## config.mk

```make
export PLATFORM = sky130hd
export DESIGN_NAME = conv_tensor_serializer
export DESIGN_NICKNAME = d
export VERILOG_FILES = /design/src/rtl/conv_tensor_serializer.sv
export SDC_FILE = /design/constraint.sdc
export NUM_CORES = 1
export LEC_CHECK = 0
export CAP_MARGIN = 20
export CORE_UTILIZATION = 40
export CTS_CLUSTER_DIAMETER = 40
export DETAILED_ROUTE_END_ITERATION = 6
export GPL_TIMING_DRIVEN = 0
export PLACE_DENSITY = 0.67
export REMOVE_ABC_BUFFERS = 1
export SETUP_SLACK_MARGIN = 0.1
export SYNTH_ARGS = -nofsm -noshare
export SYNTH_HDL_FRONTEND = slang
export SYNTH_SLANG_ARGS = --single-unit
```

## constraint.sdc

```tcl
create_clock -name clk -period 37.7 [get_ports clk]
set_input_delay 5.655 -clock clk [delete_from_list [all_inputs] [get_ports clk]]
set_output_delay 5.655 -clock clk [all_outputs]
set_load 0.02 [all_outputs]
```

## src/rtl/conv_tensor_serializer.sv

```systemverilog
// Captures one flat ROWSxCOLS tensor of DW-bit elements in a single cycle and
// streams it out one element per valid/ready beat in row-major order.
module conv_tensor_serializer #(
    parameter int ROWS = 8,
    parameter int COLS = 8,
    parameter int DW   = 8,
    localparam int N   = ROWS * COLS,
    localparam int IW  = (N > 1) ? $clog2(N) : 1
) (
    input  logic            clk,
    input  logic            rst_n,
    input  logic            load_valid,
    output logic            load_ready,
    input  logic [N*DW-1:0] tensor_in,
    input  logic            overflow_in,
    output logic [DW-1:0]   out_data,
    output logic            out_valid,
    input  logic            out_ready,
    output logic            out_last,
    output logic [IW-1:0]   out_index,
    output logic            busy,
    output logic            overflow_flag
);

    typedef enum logic {IDLE, STREAM} state_t;

    state_t          state;
    logic [IW-1:0]   idx;
    logic [IW-1:0]   nxt_idx;
    logic [DW-1:0]   shadow [N];

    localparam logic [IW-1:0] LAST_IDX = IW'(N - 1);

    always_comb begin
        nxt_idx = idx + IW'(1);
    end

    assign out_index = idx;

    always_ff @(posedge clk) begin
        if (!rst_n) begin
            state         <= IDLE;
            idx           <= '0;
            out_data      <= '0;
            out_valid     <= 1'b0;
            out_last      <= 1'b0;
            busy          <= 1'b0;
            load_ready    <= 1'b1;
            overflow_flag <= 1'b0;
            for (int unsigned i = 0; i < N; i++) shadow[i] <= '0;
        end else begin
            case (state)
                IDLE: begin
                    if (load_valid) begin
                        for (int unsigned i = 0; i < N; i++) shadow[i] <= tensor_in[i*DW +: DW];
                        overflow_flag <= overflow_in;
                        idx           <= '0;
                        // First beat comes straight from the input so it is valid the next cycle.
                        out_data      <= tensor_in[DW-1:0];
                        out_last      <= (N == 1);
                        out_valid     <= 1'b1;
                        busy          <= 1'b1;
                        load_ready    <= 1'b0;
                        state         <= STREAM;
                    end
                end
                STREAM: begin
                    if (out_ready) begin
                        if (idx == LAST_IDX) begin
                            state      <= IDLE;
                            idx        <= '0;
                            out_data   <= '0;
                            out_valid  <= 1'b0;
                            out_last   <= 1'b0;
                            busy       <= 1'b0;
                            load_ready <= 1'b1;
                        end else begin
                            idx      <= nxt_idx;
                            out_data <= shadow[nxt_idx];
                            out_last <= (nxt_idx == LAST_IDX);
                        end
                    end
                end
                default: state <= IDLE;
            endcase
        end
    end

endmodule

```

==> deck_impl_summary.md <==
Run Summary

Run status
  – Result of the run: finished clean

Critical path
  – Arrival time of the worst setup path: 9730 ps
  – End point of the critical path: out_data[6]
  – Largest driver fanout on the critical path: about 54
  – Crit. path cell count: 9
  – Critical R2R Launch: out_index[0]
  – Type of origin of the critical path: input port
  – Worst path max stage delay: 990 ps
  – Worst Path Buf+Inv: 3
  – Reg-to-reg setup timing slack: 33380 ps

Final layout
  – Most common cell after layout, fill and taps aside: sky130_fd_sc_hd__clkdlybuf4s50_1
  – Register with the most flip-flops: shadow
  – Net count, final: 2645
  – Num sequential: 531
  – Non-clk invs: 4
  – Most frequent logic cells in the routed design: sky130_fd_sc_hd__clkdlybuf4s50_1, sky130_fd_sc_hd__edfxtp_1, sky130_fd_sc_hd__and3_1
  – Total area of multi-input combinational cells: 7850 sq um

Floorplanning
  – Die Ht: 248 microns
  – TAP cells: about 770
  – Placement row count: a little under 90
  – Initial core utilization: around two fifths
  – Die X-Extent: 248 microns

Route
  – Routed wl met2: 34.1 mm
  – Detail Route Antenna Nets: 0
  – Average vias per placed instance: between 5 and 6
  – Routed wire length on met3: 4.54 mm

Timing
  – Fmax achieved: 0.109 GHz
  – Unrepaired setup endpoints after global routing: false
  – Final-layout worst hold slack: 479 ps
  – Worst-Margin Slew: 858 ps
  – Period utilisation layout: 24.4%
  – Worst setup slack after layout: 28510 ps
  – Slew Limit Headroom: 42.5%
  – Max Transition Viols Final: 0

Placed design
  – Number of buffers inserted by port buffering: 535
  – DPL Wire Length: 46.8 mm

Logic synthesis
  – Most frequently used cell type in the post-synthesis netlist: sky130_fd_sc_hd__edfxtp_1
  – Gate count of the mapped netlist: between 1500 and 2000
  – Synth warnings: 0
  – Cell area after synthesis: 24200 sq um
  – Number of flops mapped to enable cells by yosys: 512
  – Synth Seq Share: 65.0%
  – Combinational family with the most area after synthesis: simple AND/OR/NAND/NOR gates
  – Share of synthesized cell area in full adder, half adder and majority cells: 0.103%
  – Main synth FF type: sky130_fd_sc_hd__edfxtp_1

Global routing
  – Residual overflow from global routing: 0
  – First-pass GRT wire length: 99.6 mm
  – Pin count of the biggest net entering global routing: 199

Min path
  – Capture endpoint of the worst hold path: load_ready
  – Worst Hold Depth: 2

Flow run
  – Max-Cap Viols: 0

Pwr
  – Power per standard cell area: between 40 and 50 nW/um^2
  – Register share of total power: 43.0%
  – Clock network power: 0.776 mW
  – Clock Power Share: 46.7%
  – NetSw: 0.368 mW

Clock network
  – Max clock buf depth: 3
==> images/m1.png <==
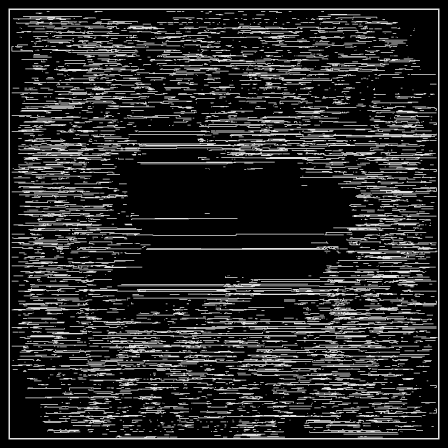
longest straight run: 104 microns
wire length on this layer: 27.7 mm
main direction: horizontal
nets with wire on the layer: 2475
met1 Usage GRT: 28.2%
Vias: 15800
final WL: 68.3 mm

==> images/m2.png <==
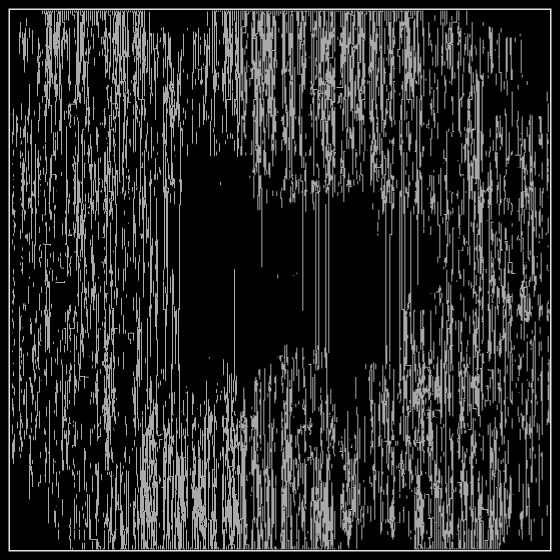
main direction: vertical
longest straight run: 96.6 microns
share of all routed wire: 50%
wire length on this layer: 34.1 mm
nets with wire on the layer: 2313
met2 capacity usage during global routing: 36.2%

==> images/m3.png <==
Scale bar: 50 microns.
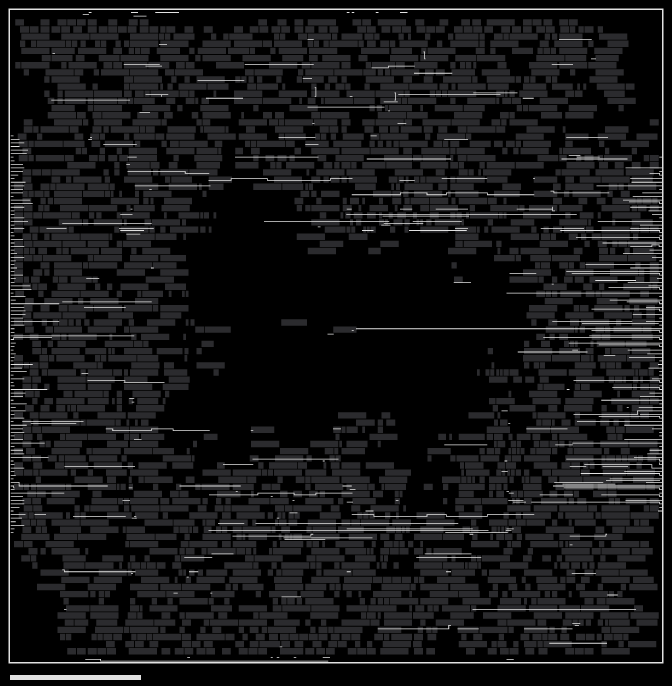
nets with wire on the layer: 295
wire length on this layer: 4540 microns
longest straight run: 116 microns
main direction: horizontal
share of all routed wire: 6.7%
global routing met3 resource utilization: 4.88%

==> images/m4.png <==
Scale bar: 50 microns.
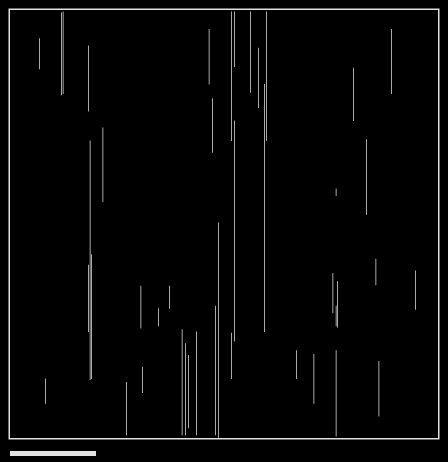
longest straight run: 144 microns
nets with wire on the layer: 30
wire length on this layer: 1930 microns
share of all routed wire: 2.8%
main direction: vertical

==> images/congestion_map.png <==
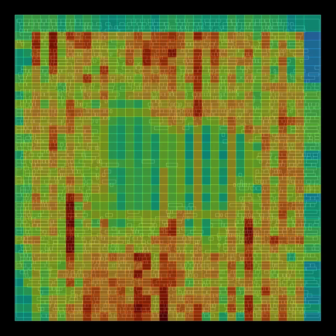
Final Util: 56.5%
routed length per placed instance: 22.9 microns
GRT Resource Usage Total: 21.9%

No activity file was given, so power comes from the tool's default toggle rates.
